Run 1, track usage over the die:
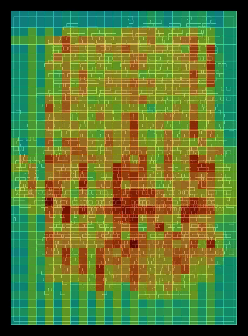
Run 1, met1 routing:
(2 px per micron)
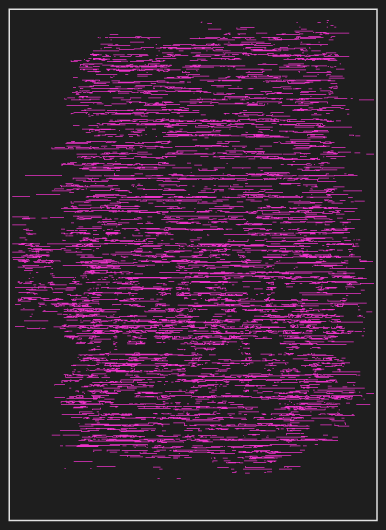
Run 1, placement by cell class:
(1.5 px per micron)
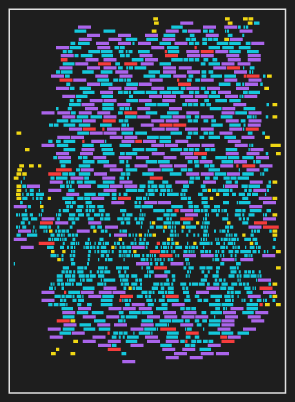
===== src/rtl/pq_pkg.sv =====
// Shared constants and types for the shift-register priority queue family.
package pq_pkg;

  localparam int KEY_W_DEF = 8;
  localparam int VAL_W_DEF = 8;

  typedef struct packed {
    logic [KEY_W_DEF-1:0] key;
    logic [VAL_W_DEF-1:0] val;
  } kv_t;

  // Source each cell loads from on an edge; LEFT is toward the head, RIGHT toward the tail.
  typedef enum logic [1:0] {
    SEL_KEEP  = 2'd0,
    SEL_LEFT  = 2'd1,
    SEL_RIGHT = 2'd2,
    SEL_NEW   = 2'd3
  } cell_sel_e;

endpackage


===== src/rtl/sr_pq_p_cell.sv =====
// One slot of the sorted shift-register queue: picks its next contents from
// itself, a neighbour, or the incoming entry, based only on local priority flags.
module sr_pq_p_cell
  import pq_pkg::*;
#(
  parameter int KW        = KEY_W_DEF,
  parameter int VW        = VAL_W_DEF,
  parameter bit MIN_FIRST = 1'b1,
  parameter bit IS_HEAD   = 1'b0
) (
  input  logic          clk,
  input  logic          rst,
  input  logic          enq_i,
  input  logic          deq_i,
  input  logic [KW-1:0] kin_key_i,
  input  logic [VW-1:0] kin_val_i,
  input  logic          left_valid_i,
  input  logic [KW-1:0] left_key_i,
  input  logic [VW-1:0] left_val_i,
  input  logic          left_hp_i,
  input  logic          right_valid_i,
  input  logic [KW-1:0] right_key_i,
  input  logic [VW-1:0] right_val_i,
  input  logic          right_hp_i,
  output logic          valid_o,
  output logic [KW-1:0] key_o,
  output logic [VW-1:0] val_o,
  output logic          hp_o
);

  logic          valid_q, valid_d;
  logic [KW-1:0] key_q, key_d;
  logic [VW-1:0] val_q, val_d;
  cell_sel_e     sel;

  // Equal keys count as higher priority so a new entry lands behind them (FIFO ties).
  assign hp_o = valid_q && (MIN_FIRST ? (key_q <= kin_key_i) : (key_q >= kin_key_i));

  always_comb begin
    sel = SEL_KEEP;
    if (enq_i && !deq_i) begin
      if (hp_o)                      sel = SEL_KEEP;
      else if (IS_HEAD || left_hp_i) sel = SEL_NEW;
      else                           sel = SEL_LEFT;
    end else if (deq_i && !enq_i) begin
      sel = SEL_RIGHT;
    end else if (enq_i && deq_i) begin
      // Replace: head leaves, survivors shift up until the insertion point.
      if (right_hp_i)                sel = SEL_RIGHT;
      else if (IS_HEAD || hp_o)      sel = SEL_NEW;
      else                           sel = SEL_KEEP;
    end
  end

  always_comb begin
    valid_d = valid_q;
    key_d   = key_q;
    val_d   = val_q;
    case (sel)
      SEL_LEFT: begin
        valid_d = left_valid_i;
        key_d   = left_key_i;
        val_d   = left_val_i;
      end
      SEL_RIGHT: begin
        valid_d = right_valid_i;
        key_d   = right_key_i;
        val_d   = right_val_i;
      end
      SEL_NEW: begin
        valid_d = 1'b1;
        key_d   = kin_key_i;
        val_d   = kin_val_i;
      end
      default: ;
    endcase
  end

  always_ff @(posedge clk or posedge rst) begin
    if (rst) begin
      valid_q <= 1'b0;
      key_q   <= '0;
      val_q   <= '0;
    end else begin
      valid_q <= valid_d;
      key_q   <= key_d;
      val_q   <= val_d;
    end
  end

  assign valid_o = valid_q;
  assign key_o   = key_q;
  assign val_o   = val_q;

endmodule


===== src/rtl/sr_pq_p.sv =====
// Single-cycle sorted priority queue built from a chain of shift-register cells;
// supports insert, remove-head and simultaneous replace every clock.
module sr_pq_p
  import pq_pkg::*;
#(
  parameter int KW        = KEY_W_DEF,
  parameter int VW        = VAL_W_DEF,
  parameter int DEPTH     = 16,
  parameter bit MIN_FIRST = 1'b1
) (
  input  logic                       clk,
  input  logic                       rst,
  input  logic [KW+VW-1:0]           kvi,
  input  logic                       enq,
  input  logic                       deq,
  output logic [KW+VW-1:0]           kvo,
  output logic                       full,
  output logic                       empty,
  output logic                       busy,
  output logic [$clog2(DEPTH+1)-1:0] count
);

  localparam int CW = $clog2(DEPTH+1);

  typedef struct packed {
    logic          v;
    logic [KW-1:0] k;
    logic [VW-1:0] d;
  } slot_t;

  slot_t          slot_w [DEPTH+1];
  logic           hp_w   [DEPTH+1];
  logic [CW-1:0]  count_q, count_d;
  logic           acc_enq, acc_deq;

  assign full  = (count_q == CW'(DEPTH));
  assign empty = (count_q == '0);
  assign busy  = 1'b0;
  assign count = count_q;

  // Replace is legal when full; enq+deq on an empty queue degrades to a plain insert.
  assign acc_enq = enq && (!full || (deq && !empty));
  assign acc_deq = deq && !empty;

  // Virtual slot past the tail: always empty, never higher priority.
  assign slot_w[DEPTH] = '0;
  assign hp_w[DEPTH]   = 1'b0;

  for (genvar i = 0; i < DEPTH; i++) begin : g_cell
    localparam int L = (i == 0) ? 0 : i - 1;
    logic          v_c;
    logic [KW-1:0] k_c;
    logic [VW-1:0] d_c;
    logic          hp_c;

    sr_pq_p_cell #(
      .KW        (KW),
      .VW        (VW),
      .MIN_FIRST (MIN_FIRST),
      .IS_HEAD   (i == 0)
    ) u_cell (
      .clk           (clk),
      .rst           (rst),
      .enq_i         (acc_enq),
      .deq_i         (acc_deq),
      .kin_key_i     (kvi[KW+VW-1:VW]),
      .kin_val_i     (kvi[VW-1:0]),
      .left_valid_i  (slot_w[L].v),
      .left_key_i    (slot_w[L].k),
      .left_val_i    (slot_w[L].d),
      .left_hp_i     ((i == 0) ? 1'b1 : hp_w[L]),
      .right_valid_i (slot_w[i+1].v),
      .right_key_i   (slot_w[i+1].k),
      .right_val_i   (slot_w[i+1].d),
      .right_hp_i    (hp_w[i+1]),
      .valid_o       (v_c),
      .key_o         (k_c),
      .val_o         (d_c),
      .hp_o          (hp_c)
    );

    assign slot_w[i] = '{v: v_c, k: k_c, d: d_c};
    assign hp_w[i]   = hp_c;
  end

  always_comb begin
    count_d = count_q;
    if (acc_enq && !acc_deq)      count_d = count_q + CW'(1);
    else if (acc_deq && !acc_enq) count_d = count_q - CW'(1);
  end

  always_ff @(posedge clk or posedge rst) begin
    if (rst) count_q <= '0;
    else     count_q <= count_d;
  end

  assign kvo = slot_w[0].v ? {slot_w[0].k, slot_w[0].d} : '0;

endmodule


===== config.mk =====
export PLATFORM = sky130hd
export DESIGN_NAME = sr_pq_p
export DESIGN_NICKNAME = d
export VERILOG_FILES = /design/src/rtl/pq_pkg.sv /design/src/rtl/sr_pq_p_cell.sv /design/src/rtl/sr_pq_p.sv
export SDC_FILE = /design/constraint.sdc
export NUM_CORES = 1
export LEC_CHECK = 0
export CORE_ASPECT_RATIO = 1.4
export CORE_MARGIN = 2
export CORE_UTILIZATION = 40
export DETAILED_ROUTE_END_ITERATION = 16
export SLEW_MARGIN = 5
export SYNTH_ARGS = -nofsm -noshare
export SYNTH_HDL_FRONTEND = slang
export SYNTH_SLANG_ARGS = --single-unit

===== constraint.sdc =====
create_clock -name clk -period 12.45 [get_ports clk]
set_clock_uncertainty 0.1 [all_clocks]
set_input_delay 1.245 -clock clk [delete_from_list [all_inputs] [get_ports clk]]
set_output_delay 1.245 -clock clk [all_outputs]
set_load 0.01 [all_outputs]

==> job_summary.md, run 1 <==
### Metrics collected by this job

| Metric | Value |
|---|---|
| Status | `completed` |
| Cells after Synth | `1387` |
| Most frequent cells in the layout | `dfrtp_1 (277), mux4_2 (179), mux2i_1 (160), ha_1 (131), a21oi_1 (97)` |
| Cells in synth_stat.txt | `1387` |
| Yosys warnings | `0` |
| Port-buffer cells | `42` |
| Clk pin slew, worst setup/hold paths | `0.06 ns` |
| Grt total ovfl | `0` |
| Fp_density | `40.70%` |
| Site row count | `91` |
| DIE WIDTH | `183.2 microns` |
| Setup TNS | `0 ns` |
| Top cell area share | `38.55%` |
| Final min period | `5.421 ns` |
| Drt pass-1 iters | `5` |
| Met2 wire len | `23.76 mm` |
| Leak Pwr | `8.538 nW` |
| # setup viols final | `0` |
| Fillers | `3970` |
| First-pass GRT wire length | `73.28 mm` |
| Compound Share, Synth | `10.40%` |
| HP Class | `flip-flop to flip-flop` |
| Highest routed layer | `met4` |
| Postcts setup bufs | `0` |
| CTS buffer count | `31` |
| # H-tree levels | `1` |
| GPL Wtd Cong | `0.8306` |
| Log Warnings | `30` |
| Layout Utilization | `45.27%` |
| Antenna violations before repair | `1` |
| Hold Vio Cnt, Final | `0` |
| Syn Nets | `1539` |
| Post-route insts no fill | `1985` |
| DRT iter0 DRCs | `890` |
| Final period utilization | `43.54%` |
| Worst setup EP type | `flip-flop` |
| Vias in the first global route | `12980` |
| Yosys reg bits | `277` |
| Placed Instances | `1932` |
| Post-synthesis adder-cell area fraction | `9.228%` |
| Fin worst setup slack | `7.029 ns` |
| Unique masters post-synth | `66` |
| Critical Path Start Type | `primary input` |
| Clk latency late pin | `0.59 ns` |
| Crit Path Max Fanout | `18` |
| Core ar. | `44180 sq um` |
| Bufs and invs on worst path | `2` |
| Via/cell ratio | `6.207` |
| Post-synth seq share | `38.55%` |
| Met1 wire length | `18.17 mm` |
| WP data required | `12.79 ns` |
| Dominant kind of combinational cell | `multiplexers` |
| Synth Cell Area | `17980 sq um` |
| Cell area power density | `257.5 nW/um^2` |
| Antenna-violating nets left | `0` |
| Worst hold slack | `0.4492 ns` |
| # DRC | `0` |
| Ys async rst share | `100.0%` |
| Die Span Y | `254.9 microns` |
| CP max stage delay | `0.98 ns` |
| Hold buffers post-CTS | `0` |
| Unrepaired setup endpoints after global routing | `no` |
| Count leader, synth | `dfrtp_1` |
| Post_cts resized | `0` |
| Final slew viol count | `0` |
| Clock Sinks | `277` |
| Worst slew margin | `24.26%` |
| CTS tree | `built` |
| WP data arrival | `5.76 ns` |
| MaxCap Viol Count | `0` |
| Io pins | `44` |
| XORs/XNORs by Area | `0.1461%` |
| F_max | `184.5 MHz` |
| Fraction of layout instances using a drive strength above 1 | `20.60%` |
| Yosys stat chip area | `17980 sq um` |
| Top cells by area | `dfrtp_1 (39%), mux4_2 (22%), ha_1 (9.1%)` |
| Detailed Place HPWL | `32.55 mm` |
| Main flop type | `dfrtp_1` |
| Final net count | `1559` |
| Area Overhead vs Synth | `11.24%` |
| Clock root buffer | `clkbuf_16` |
| Total GRT Usage | `19.67%` |
| Largest net degree at the start of global routing | `149` |
| CP top delay family | `buffers and inverters` |
| Met3 routed WL | `1.429 mm` |
| Worst VDD drop | `0.1282 mV` |
| Basic Gates by Area | `6.750%` |
| Ant diodes | `0` |
| Number of enable flip-flop cells | `0` |
| Dpl ws | `6.473 ns` |
| Syn_area_per_cell | `12.96 sq um` |
| Chip area | `46690 sq um` |
| Crit Path Class | `primary input to flip-flop` |
| Slew @ Worst Pin | `1.114 ns` |
| Dominant logic cell type in the layout | `dfrtp_1` |
| MUX area fraction | `31.77%` |
| CTS Buffer Depth | `3` |
| Synth top cells by count | `dfrtp_1 (277), mux4_2 (179), mux2i_1 (163)` |
| Critical path, cell by cell | `clkdlybuf4s50_1, inv_1, ha_1, o211ai_1, a32oi_1, nand2_1, nor4_1, or4_1, mux4_2` |
| CP max-delay cell | `clkdlybuf4s50_1` |
| Synth area leader | `dfrtp_1` |
About 'track usage over the die':
wire per inst: 22.49 microns
gr busiest metal: met2
met3 Track Usage GR: 1.836%
met2 GRT Util: 36.29%
M1 GR Usage: 24.28%

About 'met1 routing':
main direction: horizontal
share of all routed wire: 41%
nets with wire on the layer: 1479
longest straight run: 36.8 microns
wire length on this layer: 18200 microns
WL final: 44.64 mm
Via Count: 12320

About 'placement by cell class':
| colour | class | cells |
|---|---|---|
| red | clock drivers and dummy loads | 53 |
| purple | flops | 277 |
| cyan | combinational and other logic | 1026 |
| yellow | other buffers and delay cells | 71 |

[run 1: final cells by class]
class	instances	area, sq um	area share (%)
Timing Repair Buffer	71	650.6	3.253
Clock buffer	40	839.6	4.198
Clock inverter	13	188.9	0.9446
Sequential cell	277	6932	34.66
Inverter	36	145.1	0.7257
Multi-Input combinational cell	990	10550	52.73
Tap cell	558	698.2	3.491
[run 1: stage by stage]
| step | total power (W) | instance area [sq um] |
|---|---|---|
| 2_1_floorplan | 0.003564 | 17980 |
| 3_3_place_gp | 0.004122 | 18970 |
| 3_5_place_dp | 0.004232 | 18970 |
| 4_1_cts | 0.005198 | 20000 |
| 5_1_grt | 0.005510 | 20000 |
| 6_report | 0.005150 | 20000 |
[run 1: final timing paths]
kind	start	end	slack, ns	cells past startpoint
worst max-delay path	kvi[14]	g_cell[13].u_cell.key_o[7]	7.03	9
worst min-delay path	g_cell[15].u_cell.valid_o	g_cell[14].u_cell.valid_o	0.45	2
worst max register to register	count[0]	g_cell[13].u_cell.key_o[7]	8.07	9
worst min register to register	g_cell[15].u_cell.valid_o	g_cell[14].u_cell.valid_o	0.45	2
max in group asynchronous	rst	g_cell[11].u_cell.key_o[2]	9.72	3
min in group asynchronous	rst	g_cell[0].u_cell.val_o[4]	1.16	2
[run 1: power by group]
| group | leakage (nW) | total, W | switching (W) | internal, W |
|---|---|---|---|---|
| combinational | 4.61 | 0.00249 | 0.00115 | 0.00134 |
| clock | 0.501 | 0.000941 | 0.000384 | 0.000557 |
| sequential | 3.43 | 0.00172 | 0.000412 | 0.00131 |
| total | 8.54 | 0.00515 | 0.00194 | 0.00320 |
[run 1: state kept, by name, indices dropped and copies added (netlist names)]
name and cells:
g_cell.u_cell.valid_o 16, g_cell.u_cell.key_o 128, g_cell.u_cell.val_o 128, count 5
## Run 2: what changed since run 1
- clock period: 12.45 -> 4.4 ns (I/O delays scaled with it)
Run 2, layout detail:
Region (33, 179) to (58, 204) microns. Cells in grey, sequential cells in the stronger grey; small squares are vias.
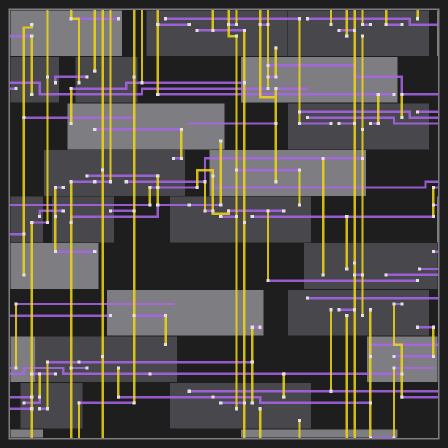
| colour | layer |
|---|---|
| purple | metal 1 |
| yellow | metal 2 |
most frequent: mux4_2 (9), dfrtp_1 (6), mux2i_1 (3)
sequential cells in the window: 6
netlist names of flops here include: `g_cell.u_cell.val_o` (6)
cells with their middle in the window: 20

Run 2, track usage over the die:
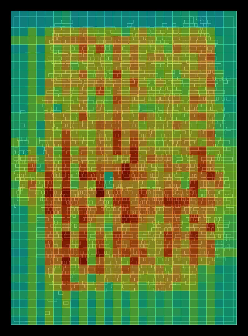
Total GRT Usage: 19.61%
met2 GRT Util: 36.34%
wire per inst: 21.91 microns

==> run 2 against run 1 <==
  * Count of clock-buffer cells in the layout unchanged
  * Critical path depth increased by 3
  * Worst setup slack worse by 6.2 ns
  * Critical path type unchanged
  * Highest routed layer unchanged
==> job_summary.md, run 2 <==
### Metrics collected by this job

| Metric | Value |
|---|---|
| Net Switching | `0.005501 W` |
| Vias in the first global route | `13270` |
| DIE WIDTH | `183.2 microns` |
| Clock root buffer | `clkbuf_16` |
| Setup TNS | `0 ns` |
| CP max stage delay | `0.65 ns` |
| Unique masters post-synth | `66` |
| Core ar. | `44180 sq um` |
| CTS Buffer Depth | `3` |
| Worst setup EP type | `flip-flop` |
| Reg power frac | `33.6%` |
| Cell area power density | `714.3 nW/um^2` |
| Clk latency late pin | `0.59 ns` |
| Antenna-violating nets left | `0` |
| Synth area leader | `dfrtp_1` |
| Via/cell ratio | `6.129` |
| Synth Cell Area | `17980 sq um` |
| Number of enable flip-flop cells | `0` |
| Final net count | `1600` |
| Yosys stat chip area | `17980 sq um` |
| Highest routed layer | `met4` |
| Total Power | `0.01451 W` |
| Most frequent cells in the layout | `dfrtp_1 (277), mux4_2 (179), mux2i_1 (160), ha_1 (131), a21oi_1 (97)` |
| Chip area | `46690 sq um` |
| Final period utilization | `80.86%` |
| CP max-delay cell | `nor2_2` |
| Synth top cells by count | `dfrtp_1 (277), mux4_2 (179), mux2i_1 (163)` |
| Critical Path Stages | `12` |
| Die Span Y | `254.9 microns` |
| Hold Vio Cnt, Final | `0` |
| Slew @ Worst Pin | `1.090 ns` |
| Design area | `20320 sq um` |
| Met3 routed WL | `1.466 mm` |
| Status | `completed` |
| First-pass GRT wire length | `73.26 mm` |
| Worst slew margin | `27.36%` |
| Yosys warnings | `0` |
| Met3 Track Usage GR | `1.864%` |
| Drt pass-1 iters | `5` |
| Fraction of layout instances using a drive strength above 1 | `23.13%` |
| Area Overhead vs Synth | `13.01%` |
| Gr busiest metal | `met2` |
| Yosys reg bits | `277` |
| Post_cts resized | `0` |
| CP top delay family | `simple AND/OR/NAND/NOR gates` |
| Syn Nets | `1539` |
| Critical path, cell by cell | `clkdlybuf4s50_1, inv_1, ha_1, a211o_1, o211ai_1, a32o_1, or2_2, and2_1, nor2_2, buf_4, mux2i_1, mux2i_1` |
| Met2 wire len | `23.81 mm` |
| Unrepaired setup endpoints after global routing | `no` |
| # setup viols final | `0` |
| Dominant logic cell type in the layout | `dfrtp_1` |
| Antenna violations before repair | `0` |
| GPL Wtd Cong | `0.8292` |
| Io pins | `44` |
| WP data required | `4.77 ns` |
| # H-tree levels | `1` |
| Ant diodes | `0` |
| Main flop type | `dfrtp_1` |
| Clock Sinks | `277` |
| Grt total ovfl | `0` |
| Cells after Synth | `1387` |
| Log Warnings | `26` |
| CTS buffer count | `31` |
| Switching part of the total | `37.90%` |
| Site row count | `91` |
| DRT iter0 DRCs | `749` |
| HP Class | `primary input to asynchronous set/reset pin` |
| Via Count | `12430` |
| Count leader, synth | `dfrtp_1` |
| Detailed Place HPWL | `33.94 mm` |
| WL final | `44.44 mm` |
| Top cell area share | `38.55%` |
| Top cells by area | `dfrtp_1 (39%), mux4_2 (22%), ha_1 (9.1%)` |
| Met1 wire length | `17.79 mm` |
| Fp_density | `40.70%` |
| MaxCap Viol Count | `0` |
| Crit Path Class | `primary input to flip-flop` |
| Final slew viol count | `0` |
| Post-route insts no fill | `2028` |
| # DRC | `0` |
| Layout Utilization | `45.99%` |
| Cells in synth_stat.txt | `1387` |
| CTS tree | `built` |
| Final min period | `3.558 ns` |
| Crit Path Max Fanout | `17` |
| Post-synth seq share | `38.55%` |
| Bufs and invs on worst path | `3` |
| Syn_area_per_cell | `12.96 sq um` |
| Leak Pwr | `8.729 nW` |
| Largest net degree at the start of global routing | `92` |
| R2R cell count | `9` |
| Clock share of power | `17.3%` |
| Worst VDD drop | `0.3984 mV` |
| Ys async rst share | `100.0%` |
| WP data arrival | `3.93 ns` |
| Clk pin slew, worst setup/hold paths | `0.06 ns` |
| Placed Instances | `1973` |
| Critical Path Start Type | `primary input` |
| Port-buffer cells | `42` |
| M1 GR Usage | `23.91%` |
| Placed standard-cell area | `19340 sq um` |
| Hold buffers post-CTS | `0` |
| Gate power share | `49.1%` |
| F_max | `281.1 MHz` |
run 2: cell counts after synthesis:
No cell type changed its count.
run 2: cells by family after synthesis:
group	Yosys count	synth area share, %
multiplexers	346	31.77
buffers and inverters	120	3.125
flip-flops	277	38.55
XOR/XNOR	3	0.1462
AND/OR/NAND/NOR	234	6.750
AND-OR/OR-AND	274	10.40
other	1	0.02086
adder cells (fa/ha/maj)	132	9.228
run 2: power by group through the flow:
stage	clock network [W]	logic (W)	registers, W
2_1_floorplan	0	0.00570	0.00439
3_5_place_dp	0	0.00720	0.00488
6_report	0.00251	0.00713	0.00487
3_3_place_gp	0	0.00695	0.00484
4_1_cts	0.00259	0.00721	0.00486
5_1_grt	0.00268	0.00782	0.00503
run 2: through the flow:
stage / worst slack (ns) / hold slack (ns)
5_1_grt: 0.6309 / 0.1780
3_3_place_gp: 0.3515 / 0.4182
4_1_cts: 0.8619 / 0.1417
2_1_floorplan: 0.1946 / 0.3998
6_report: 0.8421 / 0.1609
3_5_place_dp: 0.2391 / 0.4301
run 2: path summary, 6_finish.rpt:
kind / startpoint / to / slack, ns
worst min-delay path: rst / g_cell[0].u_cell.val_o[5] / 0.16
worst max register to register: count[0] / g_cell[10].u_cell.key_o[0] / 0.89
worst max-delay path: kvi[13] / g_cell[10].u_cell.key_o[0] / 0.84
max in group asynchronous: rst / g_cell[8].u_cell.key_o[0] / 3.14
min in group clk: g_cell[15].u_cell.valid_o / g_cell[14].u_cell.valid_o / 0.45
worst min register to register: g_cell[15].u_cell.valid_o / g_cell[14].u_cell.valid_o / 0.45
run 2: layout make-up:
cell class / count / area, sq um
fill: 3996 / 23860
multi-input combinational: 990 / 10550
sequential: 277 / 6932
timing repair buffer: 112 / 1021
clock buffer: 40 / 869.6
tap: 558 / 698.2
inverter: 36 / 141.4
clock inverter: 15 / 110.1
Power and IR drop assume default switching activity.
